==> src/rtl/tone_scheduler.sv <==
// -----------------------------------------------------------------------------
// tone_scheduler
//   Two-requester note player. A round-robin arbiter in IDLE accepts one note
//   (frequency divider + duration), the PLAY state toggles the speaker with a
//   half-period divider for the requested number of cycles, then a fixed silent
//   GAP follows and note_done pulses on the last GAP cycle.
//
// Ports
//   clk                  : clock, all state on the rising edge
//   reset                : asynchronous active-low reset, synchronous release
//   req_valid[1:0]       : note request from requester i
//   req_ready[1:0]       : requester i accepted this cycle (one-hot or zero)
//   req0/1_freq          : tone divider, 0 = rest
//   req0/1_ticks         : note duration in cycles, 0 is played as 1
//   pause                : freeze playback, speaker silent
//   abort                : drop the current note, block acceptance in IDLE
//   speaker / speaker_n  : tone output and its complement
//   busy                 : FSM not in IDLE
//   grant_id             : requester owning the current or last note
//   note_done            : one-cycle pulse on the last GAP cycle
// -----------------------------------------------------------------------------
module tone_scheduler #(
  parameter int FREQ_W     = 8,
  parameter int TICK_W     = 12,
  parameter int GAP_CYCLES = 2
) (
  input  logic              clk,
  input  logic              reset,
  input  logic [1:0]        req_valid,
  output logic [1:0]        req_ready,
  input  logic [FREQ_W-1:0] req0_freq,
  input  logic [FREQ_W-1:0] req1_freq,
  input  logic [TICK_W-1:0] req0_ticks,
  input  logic [TICK_W-1:0] req1_ticks,
  input  logic              pause,
  input  logic              abort,
  output logic              speaker,
  output logic              speaker_n,
  output logic              busy,
  output logic              grant_id,
  output logic              note_done
);

  // Gap counter holds the remaining GAP cycles including the current one.
  localparam int GAP_W = (GAP_CYCLES < 2) ? 1 : $clog2(GAP_CYCLES + 1);

  typedef enum logic [1:0] {
    ST_IDLE = 2'd0,
    ST_PLAY = 2'd1,
    ST_GAP  = 2'd2
  } state_t;

  state_t              r_state;
  logic [FREQ_W-1:0]   r_freq;
  logic [FREQ_W-1:0]   r_cnt;
  logic [TICK_W-1:0]   r_ticks;
  logic [GAP_W-1:0]    r_gap;
  logic                r_speaker;
  logic                r_grant;
  logic                r_note_done;

  logic [1:0]          w_ready;
  logic                w_accept;
  logic                w_sel;
  logic [FREQ_W-1:0]   w_new_freq;
  logic [TICK_W-1:0]   w_new_ticks;
  logic [TICK_W-1:0]   w_load_ticks;
  logic [FREQ_W-1:0]   w_half;

  // Round-robin arbiter: on contention the requester that did not own the last
  // note wins. Gated by reset so nothing is offered while reset is held.
  always_comb begin
    w_ready = 2'b00;
    if (reset && (r_state == ST_IDLE) && !abort) begin
      case (req_valid)
        2'b01:   w_ready = 2'b01;
        2'b10:   w_ready = 2'b10;
        2'b11:   w_ready = r_grant ? 2'b01 : 2'b10;
        default: w_ready = 2'b00;
      endcase
    end else begin
      w_ready = 2'b00;
    end
  end

  assign w_accept     = |(req_valid & w_ready);
  assign w_sel        = w_ready[1];
  assign w_new_freq   = w_sel ? req1_freq  : req0_freq;
  assign w_new_ticks  = w_sel ? req1_ticks : req0_ticks;
  // A zero duration still plays a single PLAY cycle.
  assign w_load_ticks = (w_new_ticks == {TICK_W{1'b0}}) ? TICK_W'(1) : w_new_ticks;
  assign w_half       = r_freq >> 1;

  // Playback FSM with registered speaker, grant and done outputs.
  always_ff @(posedge clk or negedge reset) begin
    if (!reset) begin
      r_state     <= ST_IDLE;
      r_freq      <= {FREQ_W{1'b0}};
      r_cnt       <= {FREQ_W{1'b0}};
      r_ticks     <= {TICK_W{1'b0}};
      r_gap       <= {GAP_W{1'b0}};
      r_speaker   <= 1'b0;
      r_grant     <= 1'b1;
      r_note_done <= 1'b0;
    end else begin
      r_note_done <= 1'b0;
      case (r_state)
        ST_IDLE: begin
          r_speaker <= 1'b0;
          if (w_accept) begin
            r_grant <= w_sel;
            r_freq  <= w_new_freq;
            r_cnt   <= w_new_freq;
            r_ticks <= w_load_ticks;
            r_state <= ST_PLAY;
          end else begin
            r_state <= ST_IDLE;
          end
        end
        ST_PLAY: begin
          if (abort) begin
            r_state   <= ST_IDLE;
            r_speaker <= 1'b0;
          end else if (pause) begin
            r_speaker <= 1'b0;
          end else if (r_ticks <= TICK_W'(1)) begin
            // Last PLAY cycle: silence and move into the gap.
            r_ticks     <= {TICK_W{1'b0}};
            r_state     <= ST_GAP;
            r_speaker   <= 1'b0;
            r_gap       <= GAP_W'(GAP_CYCLES);
            r_note_done <= (GAP_CYCLES == 1) ? 1'b1 : 1'b0;
          end else begin
            r_ticks <= r_ticks - TICK_W'(1);
            if (r_cnt != {FREQ_W{1'b0}}) begin
              r_cnt     <= r_cnt - FREQ_W'(1);
              r_speaker <= (r_cnt >= w_half);
            end else begin
              // freq=0 lands here every cycle, giving a silent rest.
              r_cnt     <= r_freq;
              r_speaker <= 1'b0;
            end
          end
        end
        ST_GAP: begin
          r_speaker <= 1'b0;
          if (abort) begin
            r_state <= ST_IDLE;
          end else if (pause) begin
            r_state <= ST_GAP;
          end else if (r_gap <= GAP_W'(1)) begin
            r_state <= ST_IDLE;
          end else begin
            r_gap <= r_gap - GAP_W'(1);
            // Pulse while the final gap cycle is being shown.
            r_note_done <= (r_gap == GAP_W'(2)) ? 1'b1 : 1'b0;
          end
        end
        default: begin
          r_state   <= ST_IDLE;
          r_speaker <= 1'b0;
        end
      endcase
    end
  end

  assign req_ready = w_ready;
  assign speaker   = r_speaker;
  assign speaker_n = ~r_speaker;
  assign busy      = (r_state != ST_IDLE);
  assign grant_id  = r_grant;
  assign note_done = r_note_done;

endmodule
==> config.mk <==
export PLATFORM = sky130hd
export DESIGN_NAME = tone_scheduler
export DESIGN_NICKNAME = d
export VERILOG_FILES = /design/src/rtl/tone_scheduler.sv
export SDC_FILE = /design/constraint.sdc
export NUM_CORES = 1
export LEC_CHECK = 0
export ABC_AREA = 1
export CAP_MARGIN = 0
export CORE_UTILIZATION = 52
export DETAILED_ROUTE_END_ITERATION = 6
export PLACE_DENSITY = 0.8
export SLEW_MARGIN = 20
export SYNTH_ARGS = -nofsm -noshare
export SYNTH_HDL_FRONTEND = slang
export SYNTH_SLANG_ARGS = --single-unit
==> constraint.sdc <==
create_clock -name clk -period 1.89 [get_ports clk]
set_input_delay 0.2835 -clock clk [delete_from_list [all_inputs] [get_ports clk]]
set_output_delay 0.2835 -clock clk [all_outputs]
set_load 0.05 [all_outputs]
==> results_slide.txt <==
Run Summary

Final layout
  – Comb gates: 263
  – Top cell category: multi-input combinational cells
  – N_diodes: 0
  – Clock buffer count: 7

Global route
  – GRT Overall Usage: 0.264
  – Largest net degree at the start of global routing: 36
  – GRT busiest layer: met2
  – First-pass GRT wire length: 10900 um

STA
  – Hold WS: 482 ps
  – Final setup margin: 30.1 ps
  – Fin Setup TNS: 0 ps
  – Min cycle time layout: 1860 ps

Flow run
  – Maximum Capacitance Violations: 0

Placement
  – Placed cells: 501
  – IO Port Bufs: 52

Power
  – Power per Cell Area: 1040 mW/mm^2
  – Sw Share: 0.437
  – Worst VDD drop: 0.573 mV

Yosys
  – Synthesized cell area: 0.00266 sq mm

Worst hold path
  – Hold path startpoint: r_freq[0]
  – Hold Path Stages: 2

Routing
  – DRC: 0
  – Starting DRT DRC Count: 205

Floorplan
  – Core Footprint: 0.00482 sq mm
  – FP Util: 0.551

Status
  – Outcome: completed

Clocking
  – Reg clk slew, reported paths: 60 ps
  – Clk root buf: clkbuf_8

Setup path
  – Data required, critical path: 1610 ps
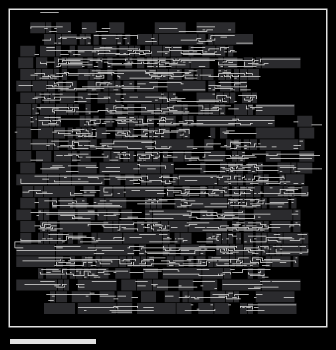
m1.png
The bar under the picture is 20 um long. Cells faint in the background.
The layer holds 43% of the routed length. The longest straight run is 26.2 um.
Total Wirelength: 6630 um
met1 Track Usage GR: 0.340
DR vias: 2725

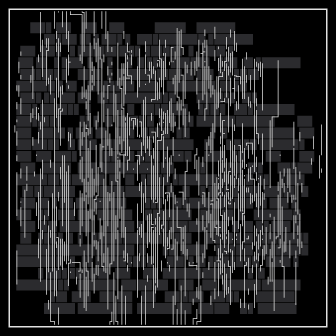
m2.png
Cells faint in the background.
391 nets have wire on it. The layer holds 48% of the routed length. The longest straight run is 45.9 um. The layer carries 3170 um of wire.
met2 Use GR: 0.455

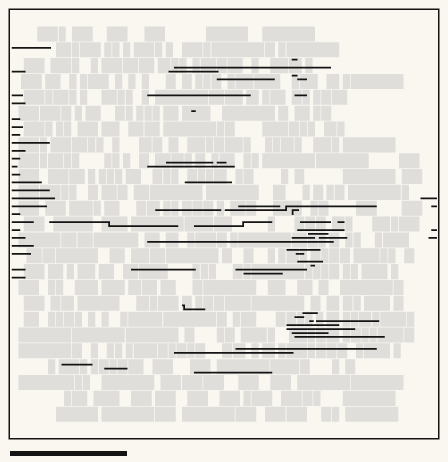
m3.png
The bar under the picture is 20 um long. Cells faint in the background.
The layer carries 479 um of wire. 63 nets have wire on it.
global-route met3 utilization: 0.0480

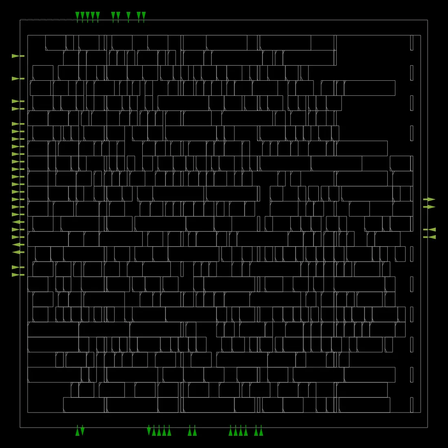
placed.png
number of fill cells: 384
Final Instance Count excl. Fillers: 509
Flops: 35

Power is estimated from default activity; no workload was simulated.
